Fig. 1: close-up of the layout
The bar under the picture is 20 um long. Window x 38 to 88, y 63 to 113 um. Cells in gray, sequential cells in the stronger gray; small squares are vias.
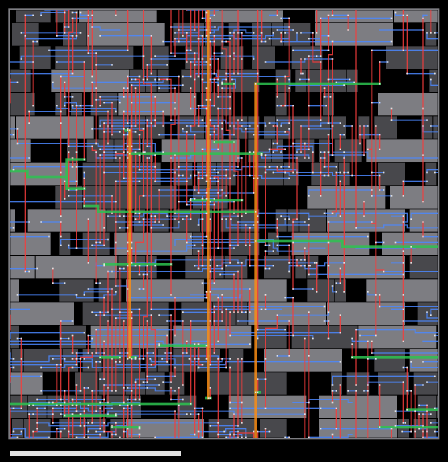
Fig. 2: M1 wires
The bar under the picture is 50 um long.
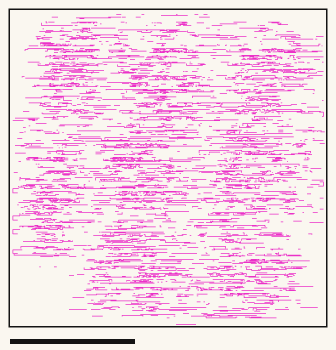
===== src/rtl/key_debounce_if.sv =====
// Key conditioner bus: raw board levels and acknowledges in; clean levels,
// edge pulses and sticky event flags out.
interface key_debounce_if #(
  parameter int N_KEYS = 8
);
  logic [N_KEYS-1:0] key_raw;
  logic [N_KEYS-1:0] evt_ack;
  logic [N_KEYS-1:0] key_out;
  logic [N_KEYS-1:0] key_press;
  logic [N_KEYS-1:0] key_release;
  logic [N_KEYS-1:0] evt_pending;
  logic              any_evt;

  modport master (
    output key_raw, evt_ack,
    input  key_out, key_press, key_release, evt_pending, any_evt
  );

  modport slave (
    input  key_raw, evt_ack,
    output key_out, key_press, key_release, evt_pending, any_evt
  );
endinterface


===== src/rtl/key_debounce.sv =====
// Per-key two-flop synchroniser and counting debouncer with press/release
// pulses and a sticky, acknowledgeable event flag for each key.
module key_debounce #(
  parameter int N_KEYS          = 8,
  parameter int DEBOUNCE_CYCLES = 250000,
  parameter bit ACTIVE_LOW      = 1'b1,
  parameter int CNT_W           = 18
) (
  input  logic        clk_in,
  input  logic        sys_rstn,
  key_debounce_if.slave keys
);

  typedef enum logic {STABLE, PENDING} state_t;

  localparam logic [N_KEYS-1:0] IDLE_LEVEL = {N_KEYS{ACTIVE_LOW}};
  localparam logic [CNT_W-1:0]  CNT_LAST   = CNT_W'(DEBOUNCE_CYCLES - 1);

  logic [N_KEYS-1:0] meta_q, sync_q;
  logic [N_KEYS-1:0] level_q, level_d;
  logic [N_KEYS-1:0] press_q, press_d;
  logic [N_KEYS-1:0] release_q, release_d;
  logic [N_KEYS-1:0] evt_q, evt_d;
  logic [CNT_W-1:0]  cnt_q [N_KEYS];
  logic [CNT_W-1:0]  cnt_d [N_KEYS];
  state_t            state [N_KEYS];

  // State register: synchroniser, debounced level, counters, pulses, events.
  // NOTE: sequential state uses non-blocking assignments so every flop samples
  // pre-edge values regardless of statement order.
  always_ff @(posedge clk_in or negedge sys_rstn) begin
    if (!sys_rstn) begin
      meta_q    <= IDLE_LEVEL;
      sync_q    <= IDLE_LEVEL;
      level_q   <= IDLE_LEVEL;
      press_q   <= '0;
      release_q <= '0;
      evt_q     <= '0;
      for (int i = 0; i < N_KEYS; i++) cnt_q[i] <= '0;
    end else begin
      meta_q    <= keys.key_raw;
      sync_q    <= meta_q;
      level_q   <= level_d;
      press_q   <= press_d;
      release_q <= release_d;
      evt_q     <= evt_d;
      for (int i = 0; i < N_KEYS; i++) cnt_q[i] <= cnt_d[i];
    end
  end

  // A running count is what distinguishes a pending change from a quiet key.
  always_comb begin
    for (int i = 0; i < N_KEYS; i++) begin
      state[i] = (cnt_q[i] != '0) ? PENDING : STABLE;
    end
  end

  // Next-state logic.
  // NOTE: every output of this block gets a default first so no path leaves a
  // signal unassigned and no latch is inferred.
  always_comb begin
    level_d   = level_q;
    press_d   = '0;
    release_d = '0;
    for (int i = 0; i < N_KEYS; i++) begin
      cnt_d[i] = cnt_q[i];
      unique case (state[i])
        STABLE: begin
          if (sync_q[i] != level_q[i]) cnt_d[i] = cnt_q[i] + 1'b1;
        end
        PENDING: begin
          if (sync_q[i] == level_q[i]) begin
            cnt_d[i] = '0;
          end else if (cnt_q[i] == CNT_LAST) begin
            cnt_d[i]     = '0;
            level_d[i]   = sync_q[i];
            press_d[i]   = (sync_q[i] != ACTIVE_LOW);
            release_d[i] = (sync_q[i] == ACTIVE_LOW);
          end else begin
            cnt_d[i] = cnt_q[i] + 1'b1;
          end
        end
        default: cnt_d[i] = '0;
      endcase
    end
    // A press in the same cycle as an acknowledge keeps the event set.
    evt_d = press_q | (evt_q & ~keys.evt_ack);
  end

  // Outputs.
  always_comb begin
    keys.key_out     = level_q;
    keys.key_press   = press_q;
    keys.key_release = release_q;
    keys.evt_pending = evt_q;
    keys.any_evt     = |evt_q;
  end

endmodule


===== src/flat_wrapper.sv =====
// flat-port wrapper written by rule: the top's interface ports become plain ports
module key_debounce_flat 
#(
  parameter int N_KEYS          = 8,
  parameter int DEBOUNCE_CYCLES = 250000,
  parameter bit ACTIVE_LOW      = 1'b1,
  parameter int CNT_W           = 18
)
  (clk_in, sys_rstn, keys_key_raw, keys_evt_ack, keys_key_out, keys_key_press, keys_key_release, keys_evt_pending, keys_any_evt);
  key_debounce_if #(.N_KEYS(N_KEYS)) keys_i ();
  input  logic clk_in;
  input  logic sys_rstn;
  input wire logic [$bits(keys_i.key_raw)-1:0] keys_key_raw;
  input wire logic [$bits(keys_i.evt_ack)-1:0] keys_evt_ack;
  output wire logic [$bits(keys_i.key_out)-1:0] keys_key_out;
  output wire logic [$bits(keys_i.key_press)-1:0] keys_key_press;
  output wire logic [$bits(keys_i.key_release)-1:0] keys_key_release;
  output wire logic [$bits(keys_i.evt_pending)-1:0] keys_evt_pending;
  output wire logic [$bits(keys_i.any_evt)-1:0] keys_any_evt;
  assign keys_i.key_raw = keys_key_raw;
  assign keys_i.evt_ack = keys_evt_ack;
  assign keys_key_out = keys_i.key_out;
  assign keys_key_press = keys_i.key_press;
  assign keys_key_release = keys_i.key_release;
  assign keys_evt_pending = keys_i.evt_pending;
  assign keys_any_evt = keys_i.any_evt;
  key_debounce #(.N_KEYS(N_KEYS), .DEBOUNCE_CYCLES(DEBOUNCE_CYCLES), .ACTIVE_LOW(ACTIVE_LOW), .CNT_W(CNT_W)) u_core (.clk_in(clk_in), .sys_rstn(sys_rstn), .keys(keys_i));
endmodule

===== config.mk =====
export PLATFORM = sky130hd
export DESIGN_NAME = key_debounce_flat
export DESIGN_NICKNAME = d
export VERILOG_FILES = /design/src/rtl/key_debounce_if.sv /design/src/rtl/key_debounce.sv /design/src/flat_wrapper.sv
export SDC_FILE = /design/constraint.sdc
export NUM_CORES = 1
export LEC_CHECK = 0
export CAP_MARGIN = 10
export CORE_MARGIN = 1
export CORE_UTILIZATION = 60
export CTS_CLUSTER_SIZE = 16
export DETAILED_ROUTE_END_ITERATION = 16
export PLACE_DENSITY = 0.8
export SYNTH_ARGS = -nofsm -noshare
export SYNTH_HDL_FRONTEND = slang
export SYNTH_SLANG_ARGS = --single-unit

===== constraint.sdc =====
create_clock -name clk_in -period 2.38 [get_ports clk_in]
set_input_delay 0.595 -clock clk_in [delete_from_list [all_inputs] [get_ports clk_in]]
set_output_delay 0.595 -clock clk_in [all_outputs]
set_load 0.01 [all_outputs]

==> Slide: Implementation Results <==
Synthesis and Place & Route Summary

Worst setup path
  – Kind of critical path: reg2out
  – Cells traversed along the worst timing path: clkdlybuf4s50_1
  – Worst stage delay on the critical path: roughly 0.60 ns
  – Critical path arrival: 1.59 ns
  – Endpoint type of the worst setup path: output port
  – Critical path required time: between 1.5 and 2 ns
  – Cell family with the largest share of critical-path delay: flip-flops

Synth
  – Synth warnings: 0
  – Cell taking the most area after synthesis: sky130_fd_sc_hd__dfrtp_1
  – Register bit total from synthesis: between 150 and 200
  – Distinct cell type count after synthesis: between 40 and 50
  – Most common flop cell mapped by yosys: sky130_fd_sc_hd__dfrtp_1
  – Number of instances in the synthesized netlist: 904
  – Ys cells: approximately 900
  – Flip-flops with a built-in enable: 0
  – Syn_area_per_cell: a little over 10 um2

Finish
  – Number of sequential cells in the layout: ~190
  – Non-clock buffer contribution to total cell area: 0.0635
  – Cell class ranked first by area: sequential cells
  – Final antenna diode count: 0
  – Final cell utilization of the core: 0.714
  – Combinational Gates: roughly 650
  – Syn-to-layout area delta: 16.5%
  – Flop share of the area: 0.447
  – Post-layout instance area: about 11000 um2
  – Logic area: approximately 4200 um2
  – Count of buffers not belonging to the clock network in the layout: just under 70

Floorplanning
  – Vertical die dimension: approximately 130 um
  – Count of inserted tapcells: about 190
  – Width of the chip: about 130 um

Power
  – Total power draw: ~7300 uW
  – Leakage: between 0.004 and 0.005 uW

Placement
  – Post-detailed-placement half-perimeter wirelength: ~12000 um
  – Dpl ws: 0.341 ns
  – Instance count after placement with tap cells included: approximately 1200
  – Area post-placement: around 10000 um2
  – Placer congestion estimate: around 0.83

Clock tree
  – Number of buffers between clock root and the deepest sink: 2
  – Htree depth: 4
  – Root Buffer: sky130_fd_sc_hd__clkbuf_16
  – CTS sink count: between 150 and 200

Routing
  – Remaining DRCs: 0
  – DRT iter0 DRCs: between 500 and 600
  – Remaining antenna violation count after routing: 0

Final timing
  – Count of final max-slew check failures: 0
  – Crit path setup slack, layout: roughly 0.20 ns
  – Rel. slew slack: 0.582
  – Maximum clock frequency: 0.458 GHz
  – Unrepaired setup endpoints after global routing: no
  – Setup-violating endpoint count in the final report: 0
  – Endpoints failing hold: 0

Job
  – # Max-Cap Violations: 0

Outcome
  – Result of the run: complete, no violations

Global routing
  – Initial antenna violation count: 0

Min path
  – Min-delay worst type: in2async
About Fig. 1:
Green marks metal 3. Blue marks metal 1. Red marks metal 2. Orange marks metal 4.
Most frequent: dfrtp_1 (36), nor2_1 (30), xnor2_1 (18). Netlist names of flops here include u_core.cnt_q (32), u_core.keys.evt_pending (2). Sequential cells in the window: 37. 194 logic cells have their middle in the window.

About Fig. 2:
The layer holds 45% of the routed length. The wires run mostly horizontal. The longest straight run is 25.3 um.
Final Routed Wirelength: 18300 um
DR vias: 6921
Global Route met1 Usage: 0.321

==> worst register-to-register path, stage by stage (launching register included) <==
cell                      delay [ns]
sky130_fd_sc_hd__dfrtp_1        0.43
sky130_fd_sc_hd__nor4_1         0.34
sky130_fd_sc_hd__nand2_1        0.21
sky130_fd_sc_hd__or4_4          0.61
sky130_fd_sc_hd__mux2_4         0.31
==> routing by layer <==
layer	track usage	vias up	routed length, um
met4	0.0723	0	222
met3	0.0565	26	825
met5	0	-	0
li1	-	3352	-
met2	0.418	144	8940
met1	0.321	3399	8320
==> synthesized netlist by cell type, types with 3 or more instances <==
master                     instances
sky130_fd_sc_hd__inv_1            52
sky130_fd_sc_hd__or2_2             5
sky130_fd_sc_hd__nor3b_1          16
sky130_fd_sc_hd__nor3_1           24
sky130_fd_sc_hd__dfrtp_1         168
sky130_fd_sc_hd__dfstp_2          24
sky130_fd_sc_hd__mux2_4            3
sky130_fd_sc_hd__or4_4             3
sky130_fd_sc_hd__or4_1            13
sky130_fd_sc_hd__buf_2             8
sky130_fd_sc_hd__nor2_1          150
sky130_fd_sc_hd__nor4_1           80
sky130_fd_sc_hd__a21oi_1          12
sky130_fd_sc_hd__o41ai_4           3
sky130_fd_sc_hd__mux2_2            5
sky130_fd_sc_hd__mux2i_1           3
sky130_fd_sc_hd__nand2_1          44
sky130_fd_sc_hd__nand4_1          35
sky130_fd_sc_hd__ha_1             16
sky130_fd_sc_hd__a31o_2            9
sky130_fd_sc_hd__nand3b_1          5
sky130_fd_sc_hd__nand3_1          50
sky130_fd_sc_hd__a21o_1            8
sky130_fd_sc_hd__o21bai_1          9
sky130_fd_sc_hd__xor2_1           15
sky130_fd_sc_hd__o31ai_1           5
sky130_fd_sc_hd__or3_1             9
sky130_fd_sc_hd__xnor2_1         108
==> kinds of logic (layout without fill, tap and decap cells) <==
kind of cell / after synthesis / count (layout) / share of synthesized area
AND-OR/OR-AND: 56 / 56 / 0.0531
adder cells (fa/ha/maj): 16 / 16 / 0.0216
buffers and inverters: 61 / 153 / 0.0257
multiplexers: 11 / 11 / 0.0142
XOR/XNOR: 123 / 123 / 0.116
flip-flops: 192 / 192 / 0.521
AND/OR/NAND/NOR: 445 / 445 / 0.249
==> flip-flops by register name (all words and copies together) (netlist names) <==
signal / count
u_core.meta_q: 8
u_core.keys.key_release: 8
u_core.keys.evt_pending: 8
u_core.keys.key_out: 8
u_core.keys.key_press: 8
u_core.cnt_q: 144
u_core.sync_q: 8
==> final timing paths <==
check,start,endpoint,cells after the start
worst max-delay path,u_core.keys.key_out[1],keys_key_out[1],1
worst min-delay path,sys_rstn,u_core.cnt_q[18],1
worst max register to register,u_core.cnt_q[81],u_core.keys.key_out[3],4
worst min register to register,u_core.meta_q[3],u_core.sync_q[3],0
max in group asynchronous,sys_rstn,u_core.sync_q[1],2
min in group clk_in,u_core.meta_q[3],u_core.sync_q[3],0
==> power breakdown <==
part           internal (uW)  switching, uW
clock network           1770           1250
registers               3420            205
logic                    319            356
==> repair_timing <==
action                     in CTS  in global routing
resized                         2                  2
pin swaps                       0                  1
setup endpoints to repair       1                  1
hold buffers                    0                  0
Power figures rest on the tool's default switching activity, not on a simulated workload.
